<file path="src/rtl/multiciclo_control.sv">
// Main control FSM of the multicycle MIPS datapath: sequences fetch/decode/execute/memory/write-back.
// Optional MC_MEM_WAIT_EN adds mem_ready and stalls FETCH, MEMRD and MEMWR until memory is ready.
module multiciclo_control #(
    parameter int unsigned STATE_W = 4,
    parameter int unsigned OP_W    = 6
) (
    input  logic               clk,
    input  logic               rst,
    input  logic [OP_W-1:0]    opcode,
    input  logic [OP_W-1:0]    funct,
    input  logic               Zero,
`ifdef MC_MEM_WAIT_EN
    input  logic               mem_ready,
`endif
    output logic               pc_en,
    output logic               IorD,
    output logic               MemRead,
    output logic               MemWrite,
    output logic               IRWrite,
    output logic               RegDst,
    output logic               MemtoReg,
    output logic               RegWrite,
    output logic               ALUSrcA,
    output logic [1:0]         ALUSrcB,
    output logic [1:0]         PCSource,
    output logic [3:0]         operation,
    output logic [STATE_W-1:0] state,
    output logic               illegal
);

    localparam logic [OP_W-1:0] OpRtype = OP_W'(6'b000000);
    localparam logic [OP_W-1:0] OpJ     = OP_W'(6'b000010);
    localparam logic [OP_W-1:0] OpBeq   = OP_W'(6'b000100);
    localparam logic [OP_W-1:0] OpAddi  = OP_W'(6'b001000);
    localparam logic [OP_W-1:0] OpLw    = OP_W'(6'b100011);
    localparam logic [OP_W-1:0] OpSw    = OP_W'(6'b101011);

    localparam logic [OP_W-1:0] FnAdd = OP_W'(6'b100000);
    localparam logic [OP_W-1:0] FnSub = OP_W'(6'b100010);
    localparam logic [OP_W-1:0] FnAnd = OP_W'(6'b100100);
    localparam logic [OP_W-1:0] FnOr  = OP_W'(6'b100101);
    localparam logic [OP_W-1:0] FnSlt = OP_W'(6'b101010);
    localparam logic [OP_W-1:0] FnNor = OP_W'(6'b100111);

    localparam logic [3:0] AluAnd = 4'b0000;
    localparam logic [3:0] AluOr  = 4'b0001;
    localparam logic [3:0] AluAdd = 4'b0010;
    localparam logic [3:0] AluSub = 4'b0110;
    localparam logic [3:0] AluSlt = 4'b0111;
    localparam logic [3:0] AluNor = 4'b1100;

    typedef enum logic [3:0] {
        StFetch  = 4'd0,
        StDecode = 4'd1,
        StMemAdr = 4'd2,
        StMemRd  = 4'd3,
        StMemWb  = 4'd4,
        StMemWr  = 4'd5,
        StExec   = 4'd6,
        StAluWb  = 4'd7,
        StBranch = 4'd8,
        StAddiEx = 4'd9,
        StAddiWb = 4'd10,
        StJump   = 4'd11
    } state_e;

    state_e state_q, state_d;
    logic   illegal_q, illegal_d;
    logic   pc_write, branch, mem_rdy;

`ifdef MC_MEM_WAIT_EN
    assign mem_rdy = mem_ready;
`else
    assign mem_rdy = 1'b1;
`endif

    always_ff @(posedge clk or negedge rst) begin
        if (!rst) begin
            state_q   <= StFetch;
            illegal_q <= 1'b0;
        end else begin
            state_q   <= state_d;
            illegal_q <= illegal_d;
        end
    end

    always_comb begin
        state_d   = state_q;
        illegal_d = illegal_q;
        pc_write  = 1'b0;
        branch    = 1'b0;
        IorD      = 1'b0;
        MemRead   = 1'b0;
        MemWrite  = 1'b0;
        IRWrite   = 1'b0;
        RegDst    = 1'b0;
        MemtoReg  = 1'b0;
        RegWrite  = 1'b0;
        ALUSrcA   = 1'b0;
        ALUSrcB   = 2'b00;
        PCSource  = 2'b00;
        operation = AluAdd;
        case (state_q)
            StFetch: begin
                // IR and PC load only on the ready cycle so a stall cannot double-advance the PC
                MemRead  = 1'b1;
                IRWrite  = mem_rdy;
                pc_write = mem_rdy;
                ALUSrcB  = 2'b01;
                if (mem_rdy) state_d = StDecode;
            end
            StDecode: begin
                ALUSrcB = 2'b11;
                case (opcode)
                    OpLw, OpSw: state_d = StMemAdr;
                    OpRtype:    state_d = StExec;
                    OpBeq:      state_d = StBranch;
                    OpAddi:     state_d = StAddiEx;
                    OpJ:        state_d = StJump;
                    default: begin
                        state_d   = StFetch;
                        illegal_d = 1'b1;
                    end
                endcase
            end
            StMemAdr: begin
                ALUSrcA = 1'b1;
                ALUSrcB = 2'b10;
                state_d = (opcode == OpSw) ? StMemWr : StMemRd;
            end
            StMemRd: begin
                MemRead = 1'b1;
                IorD    = 1'b1;
                if (mem_rdy) state_d = StMemWb;
            end
            StMemWb: begin
                RegWrite = 1'b1;
                MemtoReg = 1'b1;
                state_d  = StFetch;
            end
            StMemWr: begin
                MemWrite = 1'b1;
                IorD     = 1'b1;
                if (mem_rdy) state_d = StFetch;
            end
            StExec: begin
                ALUSrcA = 1'b1;
                state_d = StAluWb;
                case (funct)
                    FnAdd:   operation = AluAdd;
                    FnSub:   operation = AluSub;
                    FnAnd:   operation = AluAnd;
                    FnOr:    operation = AluOr;
                    FnSlt:   operation = AluSlt;
                    FnNor:   operation = AluNor;
                    default: illegal_d = 1'b1;
                endcase
            end
            StAluWb: begin
                RegWrite = 1'b1;
                RegDst   = 1'b1;
                state_d  = StFetch;
            end
            StBranch: begin
                ALUSrcA   = 1'b1;
                operation = AluSub;
                branch    = 1'b1;
                PCSource  = 2'b01;
                state_d   = StFetch;
            end
            StAddiEx: begin
                ALUSrcA = 1'b1;
                ALUSrcB = 2'b10;
                state_d = StAddiWb;
            end
            StAddiWb: begin
                RegWrite = 1'b1;
                state_d  = StFetch;
            end
            StJump: begin
                pc_write = 1'b1;
                PCSource = 2'b10;
                state_d  = StFetch;
            end
            default: state_d = StFetch;
        endcase

        pc_en = pc_write | (branch & Zero);

        // Outputs are forced quiet while reset is held so an aborted instruction issues no writes
        if (!rst) begin
            pc_en     = 1'b0;
            IorD      = 1'b0;
            MemRead   = 1'b0;
            MemWrite  = 1'b0;
            IRWrite   = 1'b0;
            RegDst    = 1'b0;
            MemtoReg  = 1'b0;
            RegWrite  = 1'b0;
            ALUSrcA   = 1'b0;
            ALUSrcB   = 2'b00;
            PCSource  = 2'b00;
            operation = 4'b0000;
        end
    end

    assign state   = STATE_W'(state_q);
    assign illegal = illegal_q;

endmodule

</file>
<file path="config.mk">
export PLATFORM = sky130hd
export DESIGN_NAME = multiciclo_control
export DESIGN_NICKNAME = d
export VERILOG_FILES = /design/src/rtl/multiciclo_control.sv
export SDC_FILE = /design/constraint.sdc
export NUM_CORES = 1
export LEC_CHECK = 0
export CORE_MARGIN = 4
export CORE_UTILIZATION = 36
export CTS_CLUSTER_DIAMETER = 80
export DETAILED_ROUTE_END_ITERATION = 7
export PLACE_DENSITY_LB_ADDON = 0.12
export SETUP_SLACK_MARGIN = 0.1
export SLEW_MARGIN = 5
export SYNTH_ARGS = -nofsm -noshare
export SYNTH_HDL_FRONTEND = slang
export SYNTH_SLANG_ARGS = --single-unit
export TNS_END_PERCENT = 5
</file>
<file path="constraint.sdc">
create_clock -name clk -period 1.9 [get_ports clk]
set_input_delay 0.38 -clock clk [delete_from_list [all_inputs] [get_ports clk]]
set_output_delay 0.38 -clock clk [all_outputs]
set_load 0.01 [all_outputs]
</file>
==> run_1/layer_met2.png <==
Scale bar: 10 microns. Cells faint in the background.
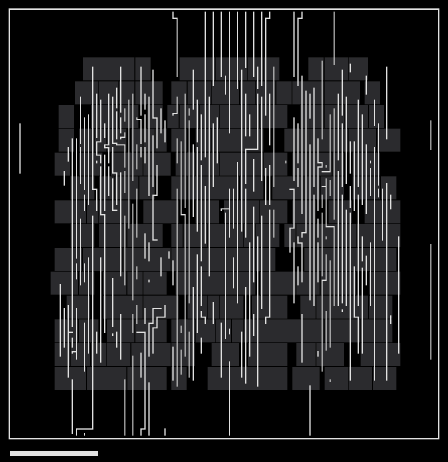
nets with wire on the layer: 152
wire length on this layer: 1,550 microns
GR Util met2: 43.3%
WL final: 2910 microns
via count: 953

==> run_1/layer_met1.png <==
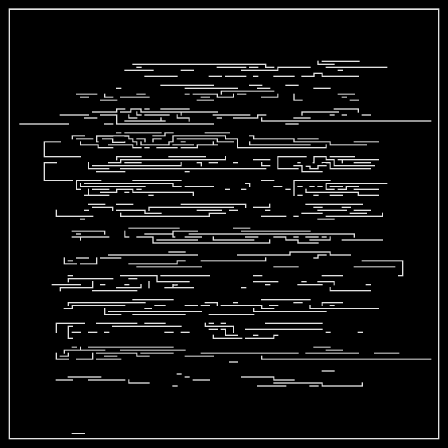
main direction: horizontal
wire length on this layer: 1,100 microns
nets with wire on the layer: 147

==> run_1/detail.png <==
Scale bar: 5 microns. Window x 2 to 22, y 27 to 47 microns. Cells in grey, sequential cells in the stronger grey; small squares are vias.
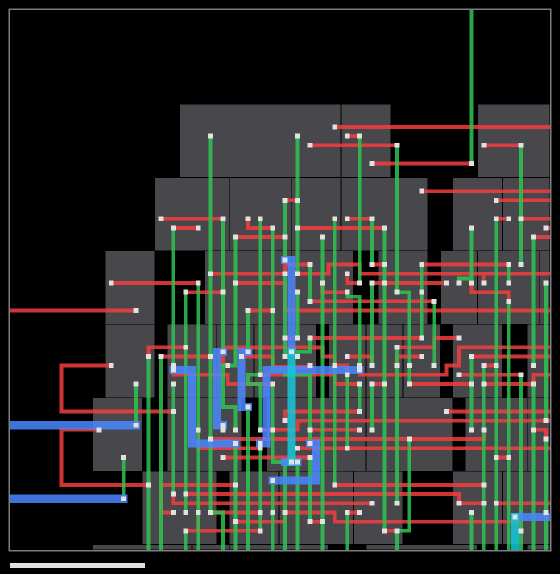
| colour | layer |
|---|---|
| cyan | metal 4 |
| red | metal 1 |
| green | metal 2 |
| blue | metal 3 |
cells with their middle in the window: 33
sequential cells in the window: 0
most frequent: buf_2 (4), a21oi_1 (3), buf_4 (3)

==> results.sh, run 1 <==
# implementation run metrics
export IMPL_combinationalPower_w=0.000686
export IMPL_num_fill_cells=90
export IMPL_portBuffers=36
export IMPL_die_h_microns=48.9
export IMPL_fp_nets=100
export IMPL_globalRouteMet1Util_pct=25.6
export IMPL_clock_skew_ns=0.00293
export IMPL_clock_area_share_pct=2.01
export IMPL_route_layer_met1_wl_microns=1100
export IMPL_synthXorXnorAreaFrac_pct=4.37
export IMPL_largest_reg_flops=4
export IMPL_synthToLayoutAreaGrowth_pct=117
export IMPL_vias_per_cell=5.67
export IMPL_postCtsHoldBufs=0
export IMPL_placed_cell_area_sq_um=1170
export IMPL_r2r_end="illegal"
export IMPL_ant_nets=0
export IMPL_root_buffer="clkbuf_4"
export IMPL_fin_crit_ns=1.90
export IMPL_p_per_area_nw_per_um2=750
export IMPL_rr_startpoint="state[1]"
export IMPL_die_x_microns=48.9
export IMPL_clock_sinks=5
export IMPL_htree_levels=1
export IMPL_endpoint_kind="output pin"
export IMPL_gp_congestion=0.826
export IMPL_top_layer="met4"
export IMPL_ff2ff_setup_slack_ns=0.33
export IMPL_placedCellCount=157
export IMPL_ys_flops=5
export IMPL_async_reset_ff_share_pct=100
export IMPL_grt_ovfl_total=0
export IMPL_num_multi_input_gates=72
export IMPL_seq_power_w=0.000163
export IMPL_grtUsageTotal_pct=24.6
export IMPL_cts_path_max_buffers=2
export IMPL_use_met3_pct=6.73
export IMPL_worstPathRequired_ns=1.52
export IMPL_ys_cells=85
export IMPL_warnings=29
export IMPL_power_frac_comb_pct=69.9
export IMPL_wire_per_inst_microns=17.3
export IMPL_lay_top_cells="buf_4, buf_2, dlygate4sd2_1"
export IMPL_fp_row_count=14
export IMPL_nWellTaps=16
export IMPL_avgSynthCellArea_sq_um=7.08
export IMPL_power_leader="combinational logic"
export IMPL_rsz0062_at_grt="yes"
export IMPL_ys_sh_adder_pct=0
export IMPL_synth_simple_area_share_pct=43.5
export IMPL_setup_viol=1
export IMPL_leakagePower_nw=0.659
export IMPL_synthTopCellsByCount="nor3_1, nor2_1, nand2_1, o21ai_0"
export IMPL_fin_crit_sh_pct=100
export IMPL_grt_pass1_wl_microns=4600
export IMPL_drt_pass1_iterations=4
export IMPL_cp_max_fo=4
export IMPL_slowest_stage="clkdlybuf4s50_1"
export IMPL_nClkBuffers=4
export IMPL_critPathLaunchType="input port"
export IMPL_synth_compound_area_share_pct=22.5
export IMPL_report_final_hold_viol_count=0
export IMPL_cts_buffers=3
export IMPL_fmax_mhz=525
export IMPL_outcome="finished, violations left"
export IMPL_synth_area_mux_share_pct=3.53
export IMPL_edf_count=0
export IMPL_comb_share_pct=42.4
export IMPL_logic_area_sq_um=554
export IMPL_finalPower_w=0.000981
export IMPL_fin_area_sq_um=1310
export IMPL_synth_top_area_share_pct=20.8
export IMPL_netSwitchingPower_w=0.000429
export IMPL_dieArea_sq_um=2390
export IMPL_vdd_drop_max_mv=0.512
export IMPL_core_area_sq_um=1540
export IMPL_synth_distinct_cells=35
export IMPL_clk_pin_slew_ns=0.05
export IMPL_yosysWarnings=0
export IMPL_power_internal_w=0.000552
export IMPL_violations="negative setup slack"
export IMPL_synth_seq_share_pct=20.8
export IMPL_grt_busiest_layer="met2"
export IMPL_worstSkewPairLatency_ns=0.26
export IMPL_lay_top_count="buf_4"
export IMPL_yosysChipArea_sq_um=602
export IMPL_fin_cells=168
export IMPL_nonClockBufferCount=68
export IMPL_synth_main_ff_cell="dfrtp_1"
export IMPL_largest_class="buffers"
export IMPL_nNetsFinal=168
export IMPL_topCellsByArea="dfrtp_1, nor3_1, nor2b_1"
export IMPL_reg2reg_depth=5
export IMPL_grt_max_degree=9
export IMPL_nonClkBufAreaFrac_pct=43.6
export IMPL_drc_errors=0
export IMPL_syn_area_sq_um=602
export IMPL_sh_seq_area_pct=9.66
export IMPL_worst_path_buf_inv=2
export IMPL_cts_tree="yes"
export IMPL_fin_ws_ns=-0.00333
export IMPL_clock_power_w=0.000133
export IMPL_grt_pass1_vias=988
export IMPL_hold_slack_ns=0.304
==> run_1/layer_met3.png <==
Scale bar: 10 microns.
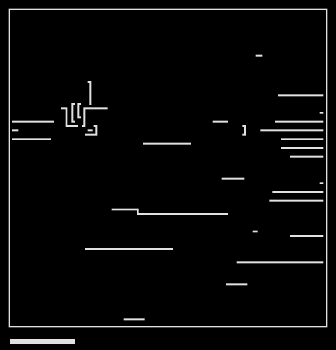

==> inputs of run 2 (changes only) <==
Settings changed: RECOVER_POWER from default to 50, SLEW_MARGIN 5 to 30.
==> run_2/layer_met3.png <==
Scale bar: 10 microns.
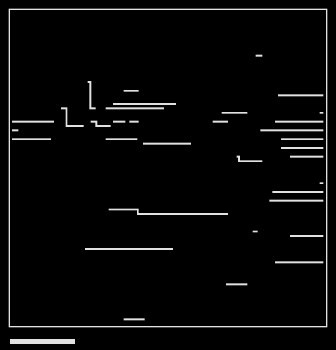
longest straight run: 13.8 microns
nets with wire on the layer: 28
GR Util met3: 6.73%
via count: 962

==> results.sh, run 2 <==
# implementation run metrics
export IMPL_clock_skew_ns=0.00223
export IMPL_leakagePower_nw=0.641
export IMPL_cts_buffers=3
export IMPL_largest_class="buffers"
export IMPL_fin_util_pct=83.5
export IMPL_synthTopCellsByCount="nor3_1, nor2_1, nand2_1, o21ai_0"
export IMPL_ff2ff_setup_slack_ns=0.32
export IMPL_seq_power_w=0.000160
export IMPL_yosysTopAreaCell="dfrtp_1"
export IMPL_gp_congestion=0.826
export IMPL_lay_top_count="buf_4"
export IMPL_postCtsHoldBufs=0
export IMPL_nonClockBufferCount=68
export IMPL_avgSynthCellArea_sq_um=7.08
export IMPL_combinationalPower_w=0.000676
export IMPL_num_multi_input_gates=72
export IMPL_syn_area_sq_um=602
export IMPL_outcome="finished, violations left"
export IMPL_die_x_microns=48.9
export IMPL_synth_compound_area_share_pct=22.5
export IMPL_cts_path_max_buffers=2
export IMPL_power_frac_comb_pct=69.8
export IMPL_use_met2_pct=43.3
export IMPL_wire_per_inst_microns=17.2
export IMPL_grt_pass1_vias=988
export IMPL_synthToLayoutAreaGrowth_pct=114
export IMPL_synth_top_area_share_pct=20.8
export IMPL_die_h_microns=48.9
export IMPL_power_internal_w=0.000541
export IMPL_critPathLaunchType="flop"
export IMPL_num_fill_cells=96
export IMPL_inverters=3
export IMPL_rr_startpoint="state[1]"
export IMPL_synth_seq_share_pct=20.8
export IMPL_power_leader="combinational logic"
export IMPL_nonClkBufAreaFrac_pct=43.1
export IMPL_synth_distinct_cells=35
export IMPL_cp_max_fo=5
export IMPL_root_buffer="clkbuf_4"
export IMPL_slowest_stage="dfrtp_1"
export IMPL_grt_busiest_layer="met2"
export IMPL_ys_flops=5
export IMPL_logic_area_sq_um=549
export IMPL_comb_share_pct=42.7
export IMPL_placed_cell_area_sq_um=1170
export IMPL_clk_pin_slew_ns=0.04
export IMPL_reg2reg_depth=5
export IMPL_fp_row_count=14
export IMPL_worstPathRequired_ns=1.52
export IMPL_fin_crit_sh_pct=100
export IMPL_synthXorXnorAreaFrac_pct=4.37
export IMPL_finalPower_w=0.000969
export IMPL_violations="negative setup slack"
export IMPL_clock_sinks=5
export IMPL_drc_errors=0
export IMPL_logic_family="simple AND/OR/NAND/NOR gates"
export IMPL_synth_simple_area_share_pct=43.5
export IMPL_yosysChipArea_sq_um=602
export IMPL_route_layer_met1_wl_microns=1080
export IMPL_portBuffers=36
export IMPL_synth_main_ff_cell="dfrtp_1"
export IMPL_num_antenna_cells=0
export IMPL_globalRouteMet1Util_pct=25.6
export IMPL_p_per_area_nw_per_um2=753
export IMPL_vias_per_cell=5.73
export IMPL_clock_area_share_pct=2.04
export IMPL_nWellTaps=16
export IMPL_topCellsByArea="dfrtp_1, nor3_1, nor2b_1"
export IMPL_endpoint_kind="output pin"
export IMPL_report_final_hold_viol_count=0
export IMPL_worstSkewPairLatency_ns=0.26
export IMPL_yosysWarnings=0
export IMPL_cts_tree="yes"
export IMPL_ys_cells=85
export IMPL_grt_pass1_wl_microns=4600
export IMPL_worstMarginPinSlew_ns=0.357
export IMPL_fmax_mhz=526
export IMPL_hold_slack_ns=0.378
export IMPL_htree_levels=1
export IMPL_dieArea_sq_um=2390
export IMPL_core_area_sq_um=1540
export IMPL_seqCellArea_sq_um=125
export IMPL_fp_util_pct=39.0
export IMPL_synth_area_mux_share_pct=3.53
export IMPL_seq_power_share_pct=16.5
export IMPL_fin_crit_ns=1.90
export IMPL_sh_seq_area_pct=9.72
export IMPL_grt_ovfl_total=0
export IMPL_lay_top_cells="buf_4, buf_2, dlygate4sd2_1"
export IMPL_ant_nets=0
export IMPL_top_layer="met4"
export IMPL_drt_pass1_iterations=6
export IMPL_setup_viol=1
export IMPL_placedCellCount=157
export IMPL_clock_power_w=0.000133
export IMPL_fin_area_sq_um=1290
export IMPL_r2r_end="illegal"
export IMPL_async_reset_ff_share_pct=100
export IMPL_nClkBuffers=4
export IMPL_critPathCapture="operation[3]"
export IMPL_fp_nets=100
export IMPL_rsz0062_at_grt="yes"
export IMPL_largest_reg_flops=4
export IMPL_ys_sh_adder_pct=0
export IMPL_wirelength_microns=2890
export IMPL_edf_count=0
export IMPL_hold_path_class="input port to async pin"
export IMPL_fin_cells=168
export IMPL_warnings=29
export IMPL_grt_max_degree=9
export IMPL_nNetsFinal=168
export IMPL_grtUsageTotal_pct=24.6
export IMPL_vdd_drop_max_mv=0.505
export IMPL_worst_path_buf_inv=1
export IMPL_path_cells="nor2b_2, and3_4, nand3_2, nor2_2, buf_2"
export IMPL_netSwitchingPower_w=0.000428
export IMPL_fin_ws_ns=-0.00160
==> run_2/layer_met2.png <==
Scale bar: 10 microns. Cells faint in the background.
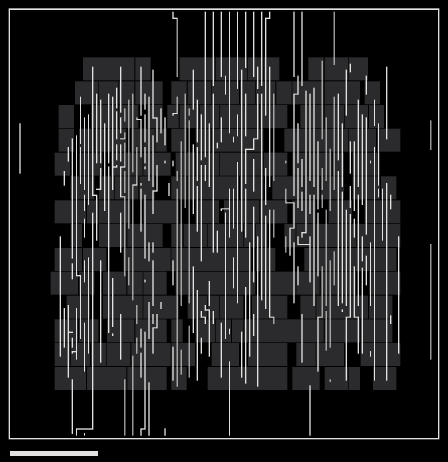
main direction: vertical
wire length on this layer: 1,540 microns
share of all routed wire: 53%
nets with wire on the layer: 152
longest straight run: 26.5 microns

